--- src/rtl/ucie_ctl_sb_tx_serializer_pkg.sv ---
// Shared sideband definitions: FSM encoding, phase/gap sizes, header parity bit positions.
// Holds the header parity helper used when UCIE_SB_TX_PARITY_EN is defined.
package ucie_ctl_sb_pkg;

  typedef enum logic [1:0] {
    SB_IDLE = 2'd0,
    SB_HDR  = 2'd1,
    SB_DATA = 2'd2,
    SB_GAP  = 2'd3
  } sb_tx_state_e;

  localparam int SB_QW_BITS    = 64;
  localparam int SB_GAP_BITS   = 32;
  localparam int SB_HDR_CP_BIT = 62;
  localparam int SB_HDR_DP_BIT = 63;

  // A counter is never narrower than one bit, even when a phase is a single beat.
  function automatic int sb_cnt_w(input int beats);
    return (beats > 1) ? $clog2(beats) : 1;
  endfunction

  // CP covers the header bits below the parity pair; DP covers the payload, or 0 with no payload.
  function automatic logic [SB_QW_BITS-1:0] sb_hdr_with_parity(
    input logic [SB_QW_BITS-1:0] hdr,
    input logic [SB_QW_BITS-1:0] data,
    input logic                  has_data
  );
    logic [SB_QW_BITS-1:0] h;
    h = hdr;
    h[SB_HDR_CP_BIT] = ^hdr[SB_HDR_CP_BIT-1:0];
    h[SB_HDR_DP_BIT] = has_data ? ^data : 1'b0;
    return h;
  endfunction

endpackage

--- src/rtl/ucie_ctl_sb_tx_serializer_if.sv ---
// Packet-side and lane-side signals of the sideband TX serializer.
// Packet handshake: a packet transfers on a clock edge where i_pkt_valid and o_pkt_ready are both 1;
// the offering side holds its fields stable until then, and o_pkt_ready never depends on i_pkt_valid.
interface ucie_ctl_sb_tx_serializer_if #(
  parameter int N = 16
) ();

  logic                          i_pkt_valid;
  logic                          o_pkt_ready;
  logic [63:0]                   i_pkt_header;
  logic [63:0]                   i_pkt_data;
  logic                          i_pkt_has_data;
  logic                          i_tx_en;
  logic [N-1:0]                  o_tx_data;
  logic                          o_tx_valid;
  logic                          o_busy;
  logic                          o_pkt_done;
  ucie_ctl_sb_pkg::sb_tx_state_e o_state;
  logic [5:0]                    o_beat_cnt;

  modport slave (
    input  i_pkt_valid, i_pkt_header, i_pkt_data, i_pkt_has_data, i_tx_en,
    output o_pkt_ready, o_tx_data, o_tx_valid, o_busy, o_pkt_done, o_state, o_beat_cnt
  );

  modport master (
    output i_pkt_valid, i_pkt_header, i_pkt_data, i_pkt_has_data, i_tx_en,
    input  o_pkt_ready, o_tx_data, o_tx_valid, o_busy, o_pkt_done, o_state, o_beat_cnt
  );

endinterface

--- src/rtl/ucie_ctl_sb_tx_serializer_beat_cnt.sv ---
// Enable-gated up-counter with a programmable terminal value, terminal-count flag and sync clear.
// Wraps to zero on an enabled cycle at terminal count, so it never overflows.
module ucie_ctl_sb_tx_beat_cnt #(
  parameter int W = 4
) (
  input  logic         i_clk,
  input  logic         i_reset,
  input  logic         i_en,
  input  logic         i_clr,
  input  logic [W-1:0] i_term,
  output logic [W-1:0] o_cnt,
  output logic         o_tc
);

  logic [W-1:0] cnt_q;

  assign o_tc  = (cnt_q == i_term);
  assign o_cnt = cnt_q;

  always_ff @(posedge i_clk or negedge i_reset) begin
    if (!i_reset) begin
      cnt_q <= '0;
    end else if (i_clr) begin
      cnt_q <= '0;
    end else if (i_en) begin
      cnt_q <= o_tc ? '0 : cnt_q + 1'b1;
    end
  end

endmodule

--- src/rtl/ucie_ctl_sb_tx_serializer.sv ---
// Sideband TX serializer: one header (+ optional payload) out as N-bit beats LSB first, then an idle gap.
// Define UCIE_SB_TX_PARITY_EN to overwrite header bits 63:62 with DP/CP at accept.
module ucie_ctl_sb_tx_serializer
  import ucie_ctl_sb_pkg::*;
#(
  parameter int N = 16
) (
  input  logic                     i_clk,
  input  logic                     i_reset,
  ucie_ctl_sb_tx_serializer_if.slave sb
);

  localparam int BEATS_PER_QW = SB_QW_BITS / N;
  localparam int GAP_BEATS    = SB_GAP_BITS / N;
  localparam int CNT_W        = sb_cnt_w(BEATS_PER_QW);
  localparam logic [CNT_W-1:0] QW_TERM  = CNT_W'(BEATS_PER_QW - 1);
  localparam logic [CNT_W-1:0] GAP_TERM = CNT_W'(GAP_BEATS - 1);

  sb_tx_state_e              state_q, state_n;
  logic [2*SB_QW_BITS-1:0]   shift_q;
  logic                      has_data_q;
  logic                      done_q;
  logic                      accept, cnt_en, shift_en, done_n;
  logic                      beat_tc;
  logic [CNT_W-1:0]          beat_cnt, beat_term;
  logic [SB_QW_BITS-1:0]     hdr_in, data_in;

`ifdef UCIE_SB_TX_PARITY_EN
  assign hdr_in = sb_hdr_with_parity(sb.i_pkt_header, sb.i_pkt_data, sb.i_pkt_has_data);
`else
  assign hdr_in = sb.i_pkt_header;
`endif

  // A header-only packet loads a zero payload, so the shifter drains to zero for the gap.
  assign data_in   = sb.i_pkt_has_data ? sb.i_pkt_data : '0;
  assign beat_term = (state_q == SB_GAP) ? GAP_TERM : QW_TERM;

  ucie_ctl_sb_tx_beat_cnt #(
    .W (CNT_W)
  ) u_beat_cnt (
    .i_clk   (i_clk),
    .i_reset (i_reset),
    .i_en    (cnt_en),
    .i_clr   (accept),
    .i_term  (beat_term),
    .o_cnt   (beat_cnt),
    .o_tc    (beat_tc)
  );

  always_ff @(posedge i_clk or negedge i_reset) begin
    if (!i_reset) begin
      state_q <= SB_IDLE;
    end else begin
      state_q <= state_n;
    end
  end

  always_comb begin
    state_n  = state_q;
    accept   = 1'b0;
    cnt_en   = 1'b0;
    shift_en = 1'b0;
    done_n   = 1'b0;
    case (state_q)
      SB_IDLE: begin
        if (sb.i_pkt_valid) begin
          accept  = 1'b1;
          state_n = SB_HDR;
        end
      end
      SB_HDR: begin
        if (sb.i_tx_en) begin
          cnt_en   = 1'b1;
          shift_en = 1'b1;
          if (beat_tc) begin
            state_n = has_data_q ? SB_DATA : SB_GAP;
          end
        end
      end
      SB_DATA: begin
        if (sb.i_tx_en) begin
          cnt_en   = 1'b1;
          shift_en = 1'b1;
          if (beat_tc) begin
            state_n = SB_GAP;
          end
        end
      end
      SB_GAP: begin
        if (sb.i_tx_en) begin
          cnt_en = 1'b1;
          if (beat_tc) begin
            state_n = SB_IDLE;
            done_n  = 1'b1;
          end
        end
      end
      default: state_n = SB_IDLE;
    endcase
  end

  // Current beat always sits in the low N bits of the shifter, which is a register.
  always_ff @(posedge i_clk or negedge i_reset) begin
    if (!i_reset) begin
      shift_q    <= '0;
      has_data_q <= 1'b0;
      done_q     <= 1'b0;
    end else begin
      done_q <= done_n;
      if (accept) begin
        shift_q    <= {data_in, hdr_in};
        has_data_q <= sb.i_pkt_has_data;
      end else if (shift_en) begin
        shift_q <= shift_q >> N;
      end
    end
  end

  assign sb.o_pkt_ready = (state_q == SB_IDLE);
  assign sb.o_busy      = (state_q != SB_IDLE);
  assign sb.o_tx_valid  = (state_q == SB_HDR) || (state_q == SB_DATA);
  assign sb.o_tx_data   = shift_q[N-1:0];
  assign sb.o_pkt_done  = done_q;
  assign sb.o_state     = state_q;
  assign sb.o_beat_cnt  = 6'(beat_cnt);

  a_ready_not_busy: assert property (@(posedge i_clk) disable iff (!i_reset)
    sb.o_pkt_ready == !sb.o_busy);
  a_done_in_idle: assert property (@(posedge i_clk) disable iff (!i_reset)
    sb.o_pkt_done |-> (state_q == SB_IDLE));
  a_gap_quiet: assert property (@(posedge i_clk) disable iff (!i_reset)
    (state_q == SB_GAP) |-> (shift_q[N-1:0] == '0));

endmodule

--- src/flat_wrapper.sv ---
// flat-port wrapper written by rule: the top's interface ports become plain ports
module ucie_ctl_sb_tx_serializer_flat import ucie_ctl_sb_pkg::*;
#(
  parameter int N = 16
)
  (i_clk, i_reset, sb_i_pkt_valid, sb_i_pkt_header, sb_i_pkt_data, sb_i_pkt_has_data, sb_i_tx_en, sb_o_pkt_ready, sb_o_tx_data, sb_o_tx_valid, sb_o_busy, sb_o_pkt_done, sb_o_state, sb_o_beat_cnt);
  ucie_ctl_sb_tx_serializer_if #(.N(N)) sb_i ();
  input  logic i_clk;
  input  logic i_reset;
  input wire logic [$bits(sb_i.i_pkt_valid)-1:0] sb_i_pkt_valid;
  input wire logic [$bits(sb_i.i_pkt_header)-1:0] sb_i_pkt_header;
  input wire logic [$bits(sb_i.i_pkt_data)-1:0] sb_i_pkt_data;
  input wire logic [$bits(sb_i.i_pkt_has_data)-1:0] sb_i_pkt_has_data;
  input wire logic [$bits(sb_i.i_tx_en)-1:0] sb_i_tx_en;
  output wire logic [$bits(sb_i.o_pkt_ready)-1:0] sb_o_pkt_ready;
  output wire logic [$bits(sb_i.o_tx_data)-1:0] sb_o_tx_data;
  output wire logic [$bits(sb_i.o_tx_valid)-1:0] sb_o_tx_valid;
  output wire logic [$bits(sb_i.o_busy)-1:0] sb_o_busy;
  output wire logic [$bits(sb_i.o_pkt_done)-1:0] sb_o_pkt_done;
  output wire logic [$bits(sb_i.o_state)-1:0] sb_o_state;
  output wire logic [$bits(sb_i.o_beat_cnt)-1:0] sb_o_beat_cnt;
  assign sb_i.i_pkt_valid = sb_i_pkt_valid;
  assign sb_i.i_pkt_header = sb_i_pkt_header;
  assign sb_i.i_pkt_data = sb_i_pkt_data;
  assign sb_i.i_pkt_has_data = sb_i_pkt_has_data;
  assign sb_i.i_tx_en = sb_i_tx_en;
  assign sb_o_pkt_ready = sb_i.o_pkt_ready;
  assign sb_o_tx_data = sb_i.o_tx_data;
  assign sb_o_tx_valid = sb_i.o_tx_valid;
  assign sb_o_busy = sb_i.o_busy;
  assign sb_o_pkt_done = sb_i.o_pkt_done;
  assign sb_o_state = sb_i.o_state;
  assign sb_o_beat_cnt = sb_i.o_beat_cnt;
  ucie_ctl_sb_tx_serializer #(.N(N)) u_core (.i_clk(i_clk), .i_reset(i_reset), .sb(sb_i));
endmodule
--- config.mk ---
export PLATFORM = sky130hd
export DESIGN_NAME = ucie_ctl_sb_tx_serializer_flat
export DESIGN_NICKNAME = d
export VERILOG_FILES = /design/src/rtl/ucie_ctl_sb_tx_serializer_pkg.sv /design/src/rtl/ucie_ctl_sb_tx_serializer_if.sv /design/src/rtl/ucie_ctl_sb_tx_serializer_beat_cnt.sv /design/src/rtl/ucie_ctl_sb_tx_serializer.sv /design/src/flat_wrapper.sv
export SDC_FILE = /design/constraint.sdc
export NUM_CORES = 1
export LEC_CHECK = 0
export CAP_MARGIN = 20
export CORE_MARGIN = 1.5
export CORE_UTILIZATION = 49
export CTS_CLUSTER_SIZE = 28
export DETAILED_ROUTE_END_ITERATION = 16
export PLACE_DENSITY = 0.8
export SYNTH_ARGS = -nofsm -noshare
export SYNTH_HDL_FRONTEND = slang
export SYNTH_SLANG_ARGS = --single-unit
--- constraint.sdc ---
create_clock -name i_clk -period 2.5 [get_ports i_clk]
set_clock_uncertainty 0.1 [all_clocks]
set_input_delay 0.25 -clock i_clk [delete_from_list [all_inputs] [get_ports i_clk]]
set_output_delay 0.25 -clock i_clk [all_outputs]
set_load 0.02 [all_outputs]
Fig. 1: routed metal, one colour a layer
The bar under the picture is 20 um long.
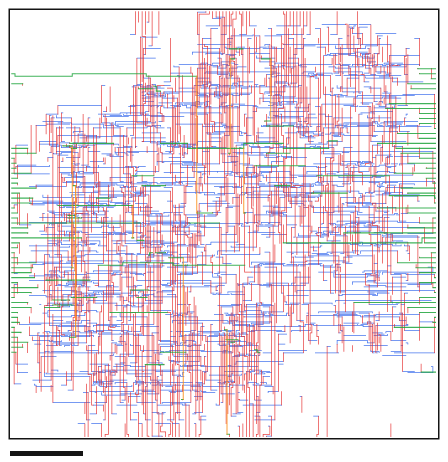
| layer | colour | wire length |
|---|---|---|
| met3 | green | 938 um |
| met4 | orange | 249 um |
| met2 | red | 8050 um |
| met1 | blue | 6460 um |

Fig. 2: routed clock nets over the placement
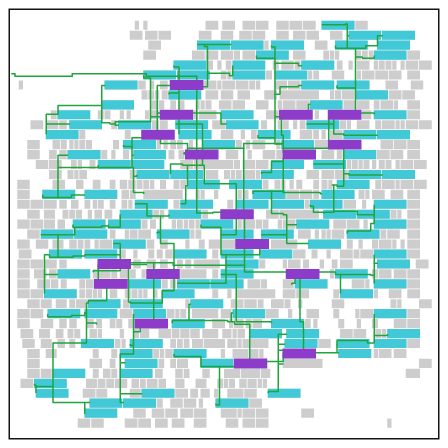
[clock wires] green | length: 1560 um
[flip-flops] cyan | count: 134
[cells driving clock nets] purple | count: 17
flops lie: spread over the die
Latency at later pin: 0.41 ns
clock share of power: 0.283
Clk power: 2840 uW

Fig. 3: pin placement
Pins as bars across the die edge, other pins in grey.
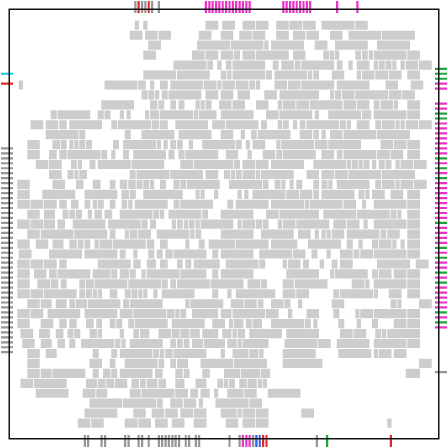
| port | colour | pins | direction | edge |
|---|---|---|---|---|
| sb_o_tx_data | green | 16 | output | 15 right, 1 bottom |
| sb_i_pkt_header | magenta | 64 | input | 36 right, 25 top, 3 bottom |
| sb_o_beat_cnt | red | 6 | output | 3 bottom, 2 top, 1 left |
| i_clk | cyan | 1 | input | left |
| sb_o_state | blue | 2 | output | bottom |

==> flow_summary.yaml <==
# yosys + openroad results
setup_path:
  critPathLaunch: "u_core.sb.o_state[0]"
  regToRegSetupSlack_ns: 0.21
  r2r-end: "u_core.shift_q[59]"
  cp_slowest_cell: "clkdlybuf4s50_1"
  path_depth: 3
  cp_top_family: "buffers and inverters"
  worstSetupPathType: "register to output pin"
  r2r-start: "u_core.sb.o_state[0]"
  path_cells: "inv_1 > ha_1 > clkdlybuf4s50_1"
min_path:
  min_from: "sb_i_pkt_data[52]"
  hold_class: "input pin to register"
  min_to: "u_core.shift_q[116]"
  whs_path_depth: 2
status:
  outcome: "complete, no violations"
detailed_routing:
  route.detailed.drc: 0
  viasPerCell: 5.39
  vias: 5091
placed_design:
  place_hpwl_um: 10700
logic_synthesis:
  netlist_area_um2: 6370
  synth_warnings: 0
  synthTopCellsByCount: "dfrtp_1 (134), nand2_1 (115), o21ai_0 (72), mux2i_1 (64)"
  ys_ff: 134
  synthArstFlopShare: 1.00
floorplan:
  io_pins: 161
grt:
  grt_max_degree: 90
  grt_use_met1: 0.300
  grt_util_met3: 0.0561
  overflow: 0
finish:
  layout.nets: 897
  final_common_cell: "clkdlybuf4s50_1"
final_timing:
  min_period_ns: 2.30
  fin_crit_sh: 0.920
  hold_viol: 0
  relSlewSlack: 0.451
cts:
  cts_tree: "built"
  cts_hold_buf: 1
  htree_levels: 4
  cts.path.max_buffers: 2
  tritoncts.num_buffers: 17
  postCtsSetupRepairBufs: 0
flow_run:
  cap_violations: 0
## cells by family after synthesis
logic type / after synthesis / synth area share
xor+xnor: 1 / 0.00137
flops: 134 / 0.526
other cells: 1 / 0.000588
fa+ha+maj: 5 / 0.00981
mux: 64 / 0.100
simple gates: 172 / 0.123
buf+inv: 76 / 0.0781
compound gates: 186 / 0.160
## report_power, final
part / internal [uW] / switching, uW / leakage (uW) / total, uW
combinational: 1540 / 2070 / 0.00162 / 3600
sequential: 3050 / 533 / 0.00179 / 3580
clock: 1920 / 918 / 0.000318 / 2840
total: 6510 / 3520 / 0.00374 / 10000
## cell type report
type,instances,area [um2]
fill,959,4130
sequential,134,3350
multi-input combinational,432,2540
timing repair buffer,169,1740
clock buffer,20,457
clock inverter,12,224
tap,172,215
inverter,5,18.8
antenna,1,2.50
## per-stage QoR
| step | setup WS, ns | power (uW) | hold WS [ns] | instances | util |
|---|---|---|---|---|---|
| 3_5_place_dp | 0.286 | 7170 | 0.274 | 911 | 0.620 |
| 3_3_place_gp | 0.423 | 6970 | 0.266 | 911 | 0.620 |
| 6_report | 0.201 | 10000 | 0.338 | 945 | 0.674 |
| 5_1_grt | 0.0570 | 10700 | 0.331 | 944 | 0.674 |
| 4_1_cts | 0.194 | 10100 | 0.329 | 944 | 0.674 |
| 2_1_floorplan | 0.381 | 6240 | -0.146 | 642 | - |
## sequential cells by signal (all words and copies together), names as in the netlist
signal and cells:
u_core.sb.o_pkt_done 1, u_core.sb.o_state 2, u_core.has_data_q 1, u_core.shift_q 128, u_core.u_beat_cnt.o_cnt 2
## per-layer routing
layer / up-vias / wire, um
met1: 2442 / 6460
met3: 18 / 938
li1: 2441 / -
met5: - / 0
met4: 0 / 248
met2: 190 / 8050
No activity file was given, so power comes from the tool's default toggle rates.
